`config.mk`:
```
export PLATFORM = sky130hd
export DESIGN_NAME = prefetch_ctrl
export DESIGN_NICKNAME = d
export VERILOG_FILES = /design/src/rtl/prefetch_ctrl.sv
export SDC_FILE = /design/constraint.sdc
export NUM_CORES = 1
export LEC_CHECK = 0
export ABC_AREA = 1
export CAP_MARGIN = 40
export CORE_UTILIZATION = 65
export DETAILED_ROUTE_END_ITERATION = 12
export DONT_BUFFER_PORTS = 1
export PLACE_DENSITY = 0.91
export SETUP_SLACK_MARGIN = 0.15
export SYNTH_ARGS = -nofsm -noshare
export SYNTH_HDL_FRONTEND = slang
export SYNTH_SLANG_ARGS = --single-unit
```
`constraint.sdc`:
```
create_clock -name clk_i -period 5 [get_ports clk_i]
set_input_delay 1.25 -clock clk_i [delete_from_list [all_inputs] [get_ports clk_i]]
set_output_delay 1.25 -clock clk_i [all_outputs]
set_load 0.05 [all_outputs]
```
`src/rtl/prefetch_ctrl.sv`:
```
// prefetch_ctrl: instruction prefetch sequencer between the instruction-memory
// port and the fetch FIFO. Issues word-aligned requests, caps outstanding
// requests, tags each response with its fetch address and flushes on redirect.
module prefetch_ctrl #(
    parameter int unsigned     XLEN      = 32,
    parameter logic [XLEN-1:0] RESET_PC  = 32'h1000_0000,
    parameter int unsigned     MAX_OUTST = 2
) (
    input  logic            clk_i,
    input  logic            rst_ni,
    input  logic            redirect_i,
    input  logic [XLEN-1:0] redirect_pc_i,
    input  logic            fifo_ready_i,
    output logic            imem_req_o,
    output logic [XLEN-1:0] imem_addr_o,
    input  logic            imem_gnt_i,
    input  logic            imem_rvalid_i,
    input  logic [XLEN-1:0] imem_rdata_i,
    output logic            fifo_valid_o,
    output logic [XLEN-1:0] fifo_addr_o,
    output logic [XLEN-1:0] fifo_instr_o,
    output logic            fifo_clear_o,
    output logic            busy_o
);

    localparam int unsigned     CW        = $clog2(MAX_OUTST + 1);
    localparam logic [XLEN-1:0] WORD_MASK = {{(XLEN-2){1'b1}}, 2'b00};

    typedef enum logic [1:0] {BOOT, RUN, FLUSH} state_e;

    state_e                         state_q, state_d;
    logic [XLEN-1:0]                fetch_pc_q;
    logic [XLEN-1:0]                first_tag_q;
    logic                           first_pend_q;
    logic [CW-1:0]                  outst_q, outst_d;
    logic [CW-1:0]                  discard_q;
    logic                           req_pend_q;
    logic [MAX_OUTST-1:0][XLEN-1:0] tagq_q;
    logic [CW-1:0]                  qcnt_q;
    logic [CW-1:0]                  widx;
    logic                           fifo_valid_q;
    logic [XLEN-1:0]                fifo_addr_q, fifo_instr_q;

    logic redir, rsp_vld, gnt_fire, fwd;

    // Redirects are ignored during the single BOOT cycle; responses with
    // nothing outstanding are protocol violations and are dropped.
    assign redir    = redirect_i && (state_q != BOOT);
    assign rsp_vld  = imem_rvalid_i && (outst_q != '0);
    assign gnt_fire = imem_req_o && imem_gnt_i;
    assign fwd      = rsp_vld && (state_q == RUN) && !redirect_i;
    assign outst_d  = outst_q + CW'(gnt_fire) - CW'(rsp_vld);
    assign widx     = qcnt_q - CW'(fwd);

    assign imem_addr_o  = fetch_pc_q;
    assign fifo_clear_o = redirect_i;
    assign fifo_valid_o = fifo_valid_q;
    assign fifo_addr_o  = fifo_addr_q;
    assign fifo_instr_o = fifo_instr_q;

    // State register
    always_ff @(posedge clk_i or negedge rst_ni) begin
        if (!rst_ni) state_q <= BOOT;
        else         state_q <= state_d;
    end

    // Next-state: redirect wins; FLUSH exits once the last stale response drops
    always_comb begin
        state_d = state_q;
        case (state_q)
            BOOT:  state_d = RUN;
            RUN:   if (redir) state_d = (outst_d != '0) ? FLUSH : RUN;
            FLUSH: begin
                if (redir)                                state_d = (outst_d != '0) ? FLUSH : RUN;
                else if (rsp_vld && discard_q == CW'(1)) state_d = RUN;
            end
            default: state_d = BOOT;
        endcase
    end

    // Outputs: a raised request is held until granted; a redirect withdraws it
    always_comb begin
        imem_req_o = (state_q == RUN) && !redirect_i &&
                     (req_pend_q || (fifo_ready_i && (outst_q < CW'(MAX_OUTST))));
        busy_o     = (outst_q != '0) || (state_q == FLUSH);
    end

    // Fetch address, redirect tag bookkeeping and outstanding/discard counters
    always_ff @(posedge clk_i or negedge rst_ni) begin
        if (!rst_ni) begin
            fetch_pc_q   <= RESET_PC & WORD_MASK;
            first_tag_q  <= RESET_PC;
            first_pend_q <= 1'b1;
            outst_q      <= '0;
            discard_q    <= '0;
            req_pend_q   <= 1'b0;
        end else begin
            outst_q    <= outst_d;
            req_pend_q <= imem_req_o && !imem_gnt_i;
            if (redir) begin
                fetch_pc_q   <= redirect_pc_i & WORD_MASK;
                first_tag_q  <= redirect_pc_i;
                first_pend_q <= 1'b1;
                discard_q    <= outst_d;
            end else begin
                if (gnt_fire)                    fetch_pc_q   <= fetch_pc_q + XLEN'(4);
                if (fwd)                         first_pend_q <= 1'b0;
                if (state_q == FLUSH && rsp_vld) discard_q    <= discard_q - CW'(1);
            end
        end
    end

    // Tag queue: shift-out at entry 0 on pop, write at the tail on push
    always_ff @(posedge clk_i or negedge rst_ni) begin
        if (!rst_ni) begin
            tagq_q <= '0;
            qcnt_q <= '0;
        end else if (redir) begin
            qcnt_q <= '0;
        end else begin
            qcnt_q <= qcnt_q + CW'(gnt_fire) - CW'(fwd);
            for (int i = 0; i < MAX_OUTST; i++) begin
                if (gnt_fire && CW'(i) == widx)
                    tagq_q[i] <= fetch_pc_q;
                else if (fwd && i < MAX_OUTST - 1)
                    tagq_q[i] <= tagq_q[(i + 1) % MAX_OUTST];
            end
        end
    end

    // Registered FIFO push; first word after reset/redirect carries the exact PC
    always_ff @(posedge clk_i or negedge rst_ni) begin
        if (!rst_ni) begin
            fifo_valid_q <= 1'b0;
            fifo_addr_q  <= '0;
            fifo_instr_q <= '0;
        end else begin
            fifo_valid_q <= fwd;
            if (fwd) begin
                fifo_addr_q  <= first_pend_q ? first_tag_q : tagq_q[0];
                fifo_instr_q <= imem_rdata_i;
            end
        end
    end

endmodule
```
==> out/metrics.json, run 1 <==
{
  "outcome": {"value": "finished clean"},
  "grt_first_pass_wirelength": {"value": 37.33, "unit": "mm"},
  "syn-mean-instance-area": {"value": 7.784, "unit": "µm²"},
  "asyncSetResetFlopFracSynth": {"value": 100.0, "unit": "%"},
  "netlist_instances": {"value": 1167},
  "power.share.combinational": {"value": 24.3, "unit": "%"},
  "grt_use_total": {"value": 33.66, "unit": "%"},
  "seq_power": {"value": 4.31, "unit": "mW"},
  "p_int": {"value": 3.825, "unit": "mW"},
  "xor_xnor_area_share": {"value": 0.5785, "unit": "%"},
  "final_period_minus_worst_setup_slack": {"value": 3.596, "unit": "ns"},
  "timing_worst_slew_pin_value": {"value": 0.9348, "unit": "ns"},
  "setup_repair_after_global_routing_missed_its_margin": {"value": "no"},
  "synth.yosys.num_cells": {"value": 1167},
  "cp_slowest_stage_delay": {"value": 0.72, "unit": "ns"},
  "reg2regPathDepth": {"value": 12},
  "biggest_fanout_along_the_worst_timing_path": {"value": 45},
  "cts-root-buf": {"value": "sky130_fd_sc_hd__clkbuf_16"},
  "power_density_cells": {"value": 769.9, "unit": "nW/µm²"},
  "globalRouteOverflowTotal": {"value": 0},
  "netSwitchingPower": {"value": 3.729, "unit": "mW"},
  "worst_setup_path_startpoint": {"value": "redirect_i"},
  "critical_path.endpoint_type": {"value": "register"},
  "placed_cells": {"value": 1297},
  "post-synth-top-count-cell": {"value": "sky130_fd_sc_hd__nand2_1"},
  "largest_register_ff_count": {"value": 60},
  "cts_buffers": {"value": 17},
  "regToRegStartpoint": {"value": "outst_q[1]"},
  "largest_class": {"value": "sequential cells"},
  "wl_met1": {"value": 9.209, "unit": "mm"},
  "place_worst_setup_slack": {"value": 1.068, "unit": "ns"},
  "setup_viol_count_final": {"value": 0},
  "crit_path_cell_chain": {"value": "inv_2, nand3_1, inv_1, nand2_1, buf_4, inv_2, ha_1, xnor2_1, nand2_1, nor2_4, buf_4, nand2_1, o21ai_0, o21ai_0"},
  "cts_sinks": {"value": 197},
  "setup.reg_to_reg.worst_slack": {"value": 1.78, "unit": "ns"},
  "pwr-share-seq": {"value": 57.1, "unit": "%"},
  "clock_cell_area_share": {"value": 6.261, "unit": "%"},
  "ys_sh_adder": {"value": 0.9642, "unit": "%"},
  "clock.latency.late_pin": {"value": 0.43, "unit": "ns"},
  "postCtsResizedCells": {"value": 0},
  "switching_power_share_of_the_total": {"value": 49.36, "unit": "%"},
  "worst_path_max_delay_cell": {"value": "sky130_fd_sc_hd__nor2_4"},
  "setup.worst_path.class": {"value": "input port to register"},
  "crit_path_end": {"value": "tagq_q[29]"},
  "timing.clock.skew": {"value": 0.008703, "unit": "ns"},
  "stage_log_warnings": {"value": 28},
  "hp-class": {"value": "register to register"},
  "top_contributor_to_total_power": {"value": "sequential cells"},
  "fp.dieH": {"value": 120.2, "unit": "µm"},
  "fraction_of_the_core_area_occupied_by_cells_at_floorplan": {"value": 67.52, "unit": "%"},
  "top_logic_kind": {"value": "simple AND/OR/NAND/NOR gates"},
  "max_flop_register": {"value": "tagq_q"},
  "achievable_frequency": {"value": 278.1, "unit": "MHz"},
  "synth-main-ff-cell": {"value": "sky130_fd_sc_hd__dfrtp_1"},
  "post_cts.repair.setup_buffers": {"value": 0},
  "yosys-mux-area-fraction": {"value": 0.1240, "unit": "%"},
  "path_clk_slew": {"value": 0.07, "unit": "ns"},
  "io_pins": {"value": 170},
  "final_layout_size_suffix_gt1_share": {"value": 4.857, "unit": "%"},
  "number_of_violations_reported_at_the_end_of_detailed_routing_iteration_0": {"value": 1073},
  "final_layout_top_logic_cell": {"value": "sky130_fd_sc_hd__nand2_1"},
  "nFlopsAndLatches": {"value": 197},
  "hold-worst-slack": {"value": 0.4682, "unit": "ns"},
  "nMultiInputCombCells": {"value": 806},
  "non_clock_inverter_count": {"value": 108},
  "p_total": {"value": 7.554, "unit": "mW"},
  "multi_input_comb_area": {"value": 3511, "unit": "µm²"},
  "n_antenna_cell": {"value": 0},
  "clockNetworkPower": {"value": 1.41, "unit": "mW"},
  "synth-simple-area-share": {"value": 26.60, "unit": "%"},
  "detail_route.first_pass.iterations": {"value": 7},
  "synth_warnings": {"value": 0},
  "top_area_share": {"value": 53.44, "unit": "%"},
  "drv_cap": {"value": 0},
  "placed_area": {"value": 9198, "unit": "µm²"},
  "holdBufCountCts": {"value": 0}
}
run_1/placement_by_type.png
Scale: 3 px per µm.
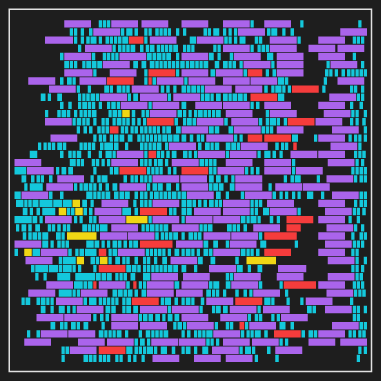
clock drivers and dummy loads: drawn in red, cells 32, share of their area 6.4%. combinational and other logic: drawn in cyan, cells 914, share of their area 41%. other buffers and delay cells: drawn in yellow, cells 10, share of their area 1.3%. flops: drawn in purple, cells 197, share of their area 51%.
number of placement rows: 42
Layout Utilization: 72.94%
Seq/total area: 50.28%
standard cell core area: 13,450 µm²
final standard cell area without fillers: 9812 µm²

run_1/congestion.png
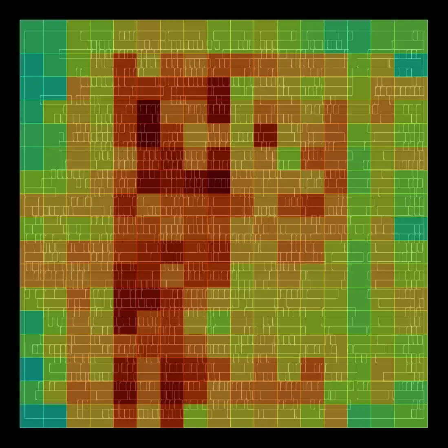
met3 demand-to-capacity share in global routing: 8.821%
GRT met2 Usage: 51.47%
busiest metal layer after global routing: met2
average detailed-routed wire length per instance: 17.46 µm
GRT met1 Usage: 45.45%

run_1/layer_met1.png
Scale: 4 px per µm.
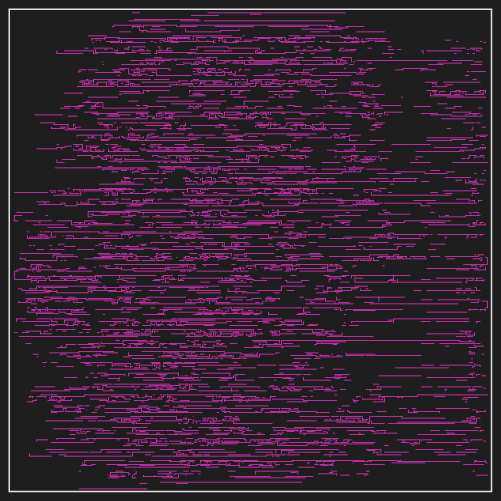
The layer carries 9,210 µm of wire. The wires run mostly horizontal. The layer holds 40% of the routed length.
Total Routed Length: 23.20 mm
vias after detailed routing: 7,797

run_1/sizes.png
Scale: 3 px per µm.
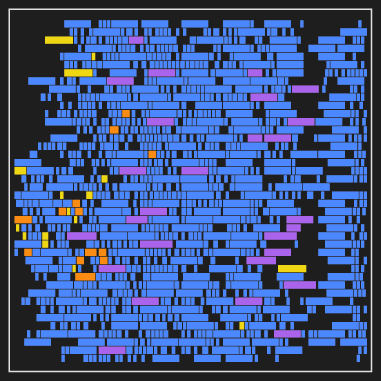
_6 and larger: drawn in purple, cells 27, share 2.3%, most used clkbuf_16. _3 and _4 cells: drawn in orange, cells 13, share 1.1%, most used buf_4. _0 and _1 cells: drawn in blue, cells 1,097, share 95%, most used nand2_1. _2 cells: drawn in yellow, cells 16, share 1.4%, most used inv_2.
setup ws final: 1.404 ns
area added between synthesis and finish: 8.017%
buffer count excluding the clock tree in the final layout: 10

run_1/detail.png
Region (18, 78) to (43, 103) µm. Cells in grey, sequential cells in the stronger grey; small squares are vias.
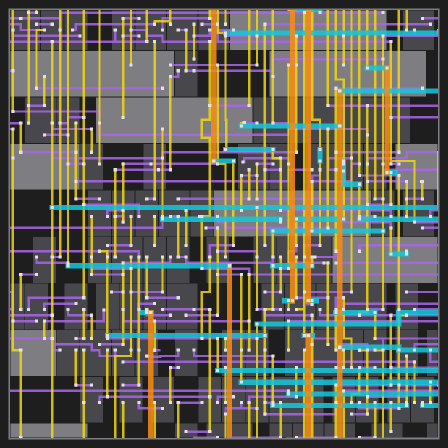

==> run 2, diff against run 1 <==
--- a/config.mk
+++ b/config.mk
@@ -7,10 +7,10 @@
 export LEC_CHECK = 0
 export ABC_AREA = 1
 export CAP_MARGIN = 40
-export CORE_UTILIZATION = 65
+export CORE_UTILIZATION = 57
 export DETAILED_ROUTE_END_ITERATION = 12
 export DONT_BUFFER_PORTS = 1
-export PLACE_DENSITY = 0.91
+export PLACE_DENSITY = 0.85
 export SETUP_SLACK_MARGIN = 0.15
 export SYNTH_ARGS = -nofsm -noshare
 export SYNTH_HDL_FRONTEND = slang
==> constraint.sdc (replaced) <==
create_clock -name clk_i -period 3.3 [get_ports clk_i]
set_input_delay 0.825 -clock clk_i [delete_from_list [all_inputs] [get_ports clk_i]]
set_output_delay 0.825 -clock clk_i [all_outputs]
set_load 0.05 [all_outputs]
run_2/detail.png
Region (20, 84) to (45, 109) µm. Cells in grey, sequential cells in the stronger grey; small squares are vias.
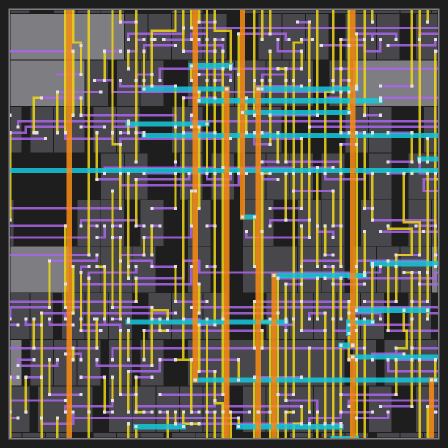
metal 3: drawn in cyan. metal 2: drawn in yellow. metal 4: drawn in orange. metal 1: drawn in purple.
Sequential cells in the window: 2. Netlist names of flops here include imem_addr_o (1), tagq_q (1). 94 logic cells have their middle in the window. Most frequent: nand2_1 (48), nor2_1 (17), nand3_1 (11).

==> run 2 against run 1 <==
- critical endpoint is now state_q[0]
- global-route usage down 4.6 points
- worst setup slack worse by 0.50 ns
- largest cell class unchanged
- clock power increased by 61%
==> out/metrics.json, run 2 <==
{
  "outcome": {"value": "finished clean"},
  "top_area_share": {"value": 53.44, "unit": "%", "change": "unchanged"},
  "nFlopsAndLatches": {"value": 197, "change": "unchanged"},
  "post-synth-top-count-cell": {"value": "sky130_fd_sc_hd__nand2_1"},
  "worst_path_max_delay_cell": {"value": "sky130_fd_sc_hd__dfrtp_1"},
  "p_total": {"value": 11.60, "unit": "mW", "change": "+54%"},
  "stage_log_warnings": {"value": 28, "change": "unchanged"},
  "syn-mean-instance-area": {"value": 7.784, "unit": "µm²", "change": "unchanged"},
  "pwr-share-seq": {"value": 55.5, "unit": "%", "change": "-1.6 points"},
  "power_density_cells": {"value": 1168, "unit": "nW/µm²", "change": "+52%"},
  "critical_path.endpoint_type": {"value": "register"},
  "multi_input_comb_area": {"value": 3511, "unit": "µm²", "change": "unchanged"},
  "synth-main-ff-cell": {"value": "sky130_fd_sc_hd__dfrtp_1"},
  "cts-root-buf": {"value": "sky130_fd_sc_hd__clkbuf_16"},
  "non_clock_inverter_count": {"value": 108, "change": "unchanged"},
  "placement_rows": {"value": 45, "change": "+7.1%"},
  "setup.worst_path.class": {"value": "register to register"},
  "postCtsResizedCells": {"value": 0, "change": "unchanged"},
  "vias": {"value": 7635, "change": "-2.1%"},
  "crit_path_end": {"value": "state_q[0]"},
  "grt.met3_usage": {"value": 7.179, "unit": "%", "change": "-1.6 points"},
  "max_flop_register": {"value": "tagq_q"},
  "p_int": {"value": 5.904, "unit": "mW", "change": "+54%"},
  "drt_wl_total": {"value": 22.97, "unit": "mm", "change": "-1.0%"},
  "busiest_layer": {"value": "met2"},
  "path_clk_slew": {"value": 0.07, "unit": "ns", "change": "about the same"},
  "hp-class": {"value": "input port to async pin"},
  "wl_met1": {"value": 9.626, "unit": "mm", "change": "+4.5%"},
  "holdBufCountCts": {"value": 0, "change": "unchanged"},
  "wl_per_cell": {"value": 16.76, "unit": "µm", "change": "-4.0%"},
  "switching_power_share_of_the_total": {"value": 49.09, "unit": "%", "change": "-0.28 points"},
  "top_logic_kind": {"value": "simple AND/OR/NAND/NOR gates"},
  "use_met1": {"value": 39.14, "unit": "%", "change": "-6.3 points"},
  "synth.yosys.num_cells": {"value": 1167, "change": "unchanged"},
  "power.share.combinational": {"value": 24.9, "unit": "%", "change": "+0.6 points"},
  "clockNetworkPower": {"value": 2.27, "unit": "mW", "change": "+61%"},
  "setup_viol_count_final": {"value": 0, "change": "unchanged"},
  "crit_path_cell_chain": {"value": "inv_2, nand3_1, nor2_2, nand2_2, ha_1, inv_1, ha_1, xor2_1, xor2_1, nand2_1, nand2_1, nand3b_1, nand2_1"},
  "n_antenna_cell": {"value": 0, "change": "unchanged"},
  "biggest_fanout_along_the_worst_timing_path": {"value": 9, "change": "-80%"},
  "fraction_of_the_core_area_occupied_by_cells_at_floorplan": {"value": 59.10, "unit": "%", "change": "-8.4 points"},
  "reg2regPathDepth": {"value": 13, "change": "+1"},
  "final_period_minus_worst_setup_slack": {"value": 2.398, "unit": "ns"},
  "detail_route.first_pass.iterations": {"value": 5, "change": "-2"}
}
run_2/sizes.png
Scale: 3 px per µm.
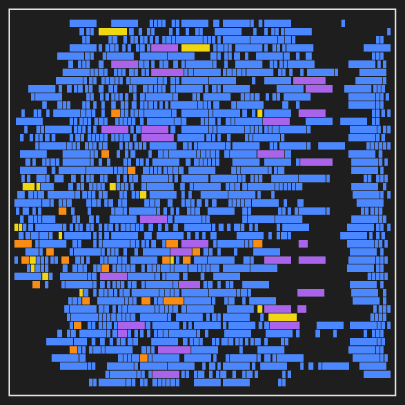
area added between synthesis and finish: 9.339%
setup ws final: 0.9016 ns
final standard cell area without fillers: 9932 µm²
buffer count excluding the clock tree in the final layout: 16

run_2/layer_met1.png
Scale: 4 px per µm.
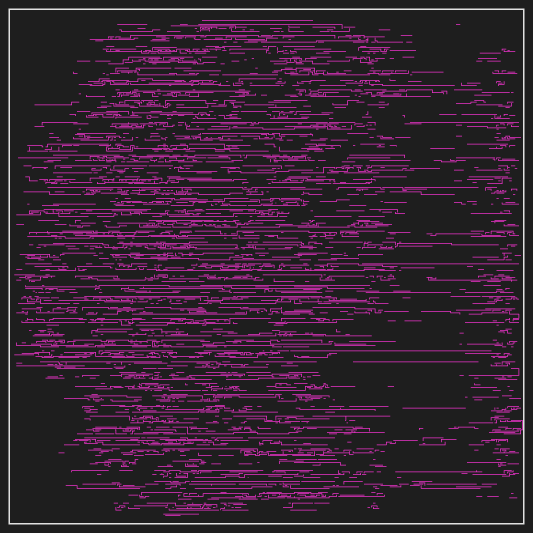

==> run 3, diff against run 2 <==
--- a/config.mk
+++ b/config.mk
@@ -7,10 +7,10 @@
 export LEC_CHECK = 0
 export ABC_AREA = 1
 export CAP_MARGIN = 40
-export CORE_UTILIZATION = 57
+export CORE_UTILIZATION = 64
 export DETAILED_ROUTE_END_ITERATION = 12
 export DONT_BUFFER_PORTS = 1
-export PLACE_DENSITY = 0.85
+export PLACE_DENSITY = 0.9
 export SETUP_SLACK_MARGIN = 0.15
 export SYNTH_ARGS = -nofsm -noshare
 export SYNTH_HDL_FRONTEND = slang
==> constraint.sdc (replaced) <==
create_clock -name clk_i -period 2.3 [get_ports clk_i]
set_input_delay 0.575 -clock clk_i [delete_from_list [all_inputs] [get_ports clk_i]]
set_output_delay 0.575 -clock clk_i [all_outputs]
set_load 0.05 [all_outputs]
run_3/layer_met1.png
Scale: 4 px per µm.
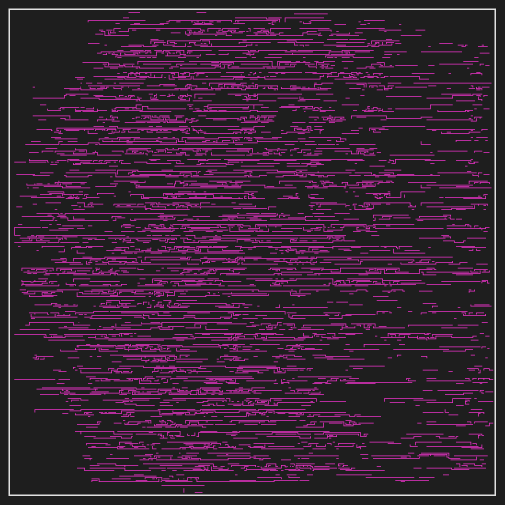
Total Routed Length: 24.44 mm
vias after detailed routing: 7,988

==> run 3 against run 2 <==
- the flow now finishes with violations (hold timing)
- worst setup slack got worse by 0.77 ns
- clock skew fell by 0.0043 ns
- sequential share of layout area fell by 2.1 points
- combinational power rose by 96%
==> out/metrics.json, run 3 <==
{
  "nFlopsAndLatches": {"value": 197, "change": "unchanged"},
  "cts-root-buf": {"value": "sky130_fd_sc_hd__clkbuf_16"},
  "fp.dieArea": {"value": 14670, "unit": "µm²"},
  "failing_checks": {"value": "hold timing"},
  "max_flop_register": {"value": "tagq_q"},
  "route.met3.wl": {"value": 3.111, "unit": "mm"},
  "n_antenna_cell": {"value": 0, "change": "unchanged"},
  "port-buffer-count": {"value": 0},
  "power.clock.fraction": {"value": 17.1, "unit": "%"},
  "worst_slew_margin_rel": {"value": 51.69, "unit": "%"},
  "critical_path.endpoint_type": {"value": "register"},
  "non_clock_inverter_count": {"value": 108, "change": "unchanged"},
  "grt_max_degree": {"value": 198},
  "top_logic_kind": {"value": "simple AND/OR/NAND/NOR gates"},
  "detail_route.first_pass.iterations": {"value": 8, "change": "+3"},
  "grtUsageMet2": {"value": 50.21, "unit": "%"},
  "setup_repair_after_global_routing_missed_its_margin": {"value": "yes"},
  "grt.met3_usage": {"value": 9.774, "unit": "%", "change": "+2.6 points"},
  "use_met1": {"value": 44.37, "unit": "%", "change": "+5.2 points"},
  "mostFrequentLayoutCells": {"value": "sky130_fd_sc_hd__nand2_1, sky130_fd_sc_hd__dfrtp_1, sky130_fd_sc_hd__nor2_1, sky130_fd_sc_hd__inv_1, sky130_fd_sc_hd__o21ai_0"},
  "p_int": {"value": 8.617, "unit": "mW", "change": "+46%"},
  "asyncSetResetFlopFracSynth": {"value": 100.0, "unit": "%"},
  "path_clk_slew": {"value": 0.07, "unit": "ns", "change": "about the same"},
  "synth.yosys.num_cells": {"value": 1167, "change": "unchanged"},
  "clock.latency.late_pin": {"value": 0.44, "unit": "ns"},
  "wl_per_cell": {"value": 17.79, "unit": "µm", "change": "+6.1%"},
  "io_pins": {"value": 170},
  "regToRegStartpoint": {"value": "outst_q[1]"},
  "netlist_instances": {"value": 1167},
  "hp-class": {"value": "input port to async pin"},
  "number_of_violations_reported_at_the_end_of_detailed_routing_iteration_0": {"value": 967},
  "route.antenna.remaining_nets": {"value": 0},
  "crit_path_end": {"value": "tagq_q[63]"},
  "outcome": {"value": "complete, but fails checks"},
  "final_period_minus_worst_setup_slack": {"value": 2.172, "unit": "ns", "change": "-0.2266 ns"},
  "worst_path_max_delay_cell": {"value": "sky130_fd_sc_hd__dfrtp_1"},
  "routed.top_layer": {"value": "met4"},
  "clockBufferDepth": {"value": 2},
  "crit_path_cell_chain": {"value": "o21a_4, nand2_2, inv_2, ha_2, xnor2_2, nor3b_4, buf_12, nand2_1, o21ai_1"},
  "hold-worst-slack": {"value": -0.1676, "unit": "ns"},
  "xor_xnor_area_share": {"value": 0.5785, "unit": "%"},
  "pwr-share-seq": {"value": 49.6, "unit": "%", "change": "-5.9 points"},
  "syn-mean-instance-area": {"value": 7.784, "unit": "µm²", "change": "unchanged"},
  "clock_cell_area_share": {"value": 5.525, "unit": "%"},
  "busiest_layer": {"value": "met2"},
  "yosysTopAreaCell": {"value": "sky130_fd_sc_hd__dfrtp_1"},
  "power_density_cells": {"value": 1638, "unit": "nW/µm²", "change": "+40%"},
  "report.final.hold_viol_count": {"value": 194},
  "setup_ws_final": {"value": 0.1281, "unit": "ns", "change": "-0.7734 ns"},
  "totalNegativeSetupSlack": {"value": 0, "unit": "ns"},
  "fraction_of_the_core_area_occupied_by_cells_at_floorplan": {"value": 65.44, "unit": "%", "change": "+6.3 points"},
  "wl_met1": {"value": 9.654, "unit": "mm", "change": "+0.29%"},
  "layout.nonclk_buf_share": {"value": 5.670, "unit": "%"},
  "final_layout_top_logic_cell": {"value": "sky130_fd_sc_hd__nand2_1"},
  "stage_log_warnings": {"value": 33, "change": "+18%"},
  "synth-main-ff-cell": {"value": "sky130_fd_sc_hd__dfrtp_1"},
  "post-synth-top-count-cell": {"value": "sky130_fd_sc_hd__nand2_1"},
  "biggest_fanout_along_the_worst_timing_path": {"value": 30, "change": "+21"},
  "postCtsResizedCells": {"value": 2, "change": "+2"},
  "switching_power_share_of_the_total": {"value": 49.27, "unit": "%", "change": "+0.18 points"},
  "setup.worst_path.class": {"value": "register to register"},
  "placement_rows": {"value": 43, "change": "-4.4%"},
  "synth_flops": {"value": 197},
  "drv_cap": {"value": 0},
  "achievable_frequency": {"value": 460.4, "unit": "MHz"},
  "synth-area-yosys": {"value": 9084, "unit": "µm²"},
  "fin_cells": {"value": 1374},
  "finalNetCount": {"value": 1259},
  "setup_viol_count_final": {"value": 0, "change": "unchanged"},
  "cts.htree.levels": {"value": 4},
  "clockNetworkPower": {"value": 2.90, "unit": "mW", "change": "+28%"},
  "ys_seq_share": {"value": 54.31, "unit": "%"},
  "placed_cells": {"value": 1336},
  "power.share.combinational": {"value": 33.3, "unit": "%", "change": "+8.4 points"},
  "critical_path.top_delay_family": {"value": "simple AND/OR/NAND/NOR gates"},
  "timing_worst_slew_pin_value": {"value": 0.7191, "unit": "ns"},
  "top_area_share": {"value": 53.44, "unit": "%", "change": "unchanged"},
  "reg2regPathDepth": {"value": 9, "change": "-4"},
  "worstSetupStartpointType": {"value": "register"},
  "multi_input_comb_area": {"value": 3630, "unit": "µm²", "change": "+3.4%"},
  "p_total": {"value": 16.98, "unit": "mW", "change": "+46%"}
}
run_3/sizes.png
Scale: 3 px per µm.
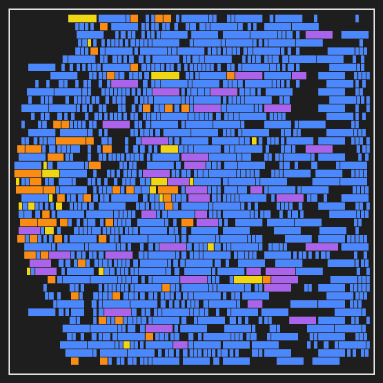
area added between synthesis and finish: 14.17%
final standard cell area without fillers: 10,370 µm²
buffer count excluding the clock tree in the final layout: 52

Power is estimated from default activity; no workload was simulated.
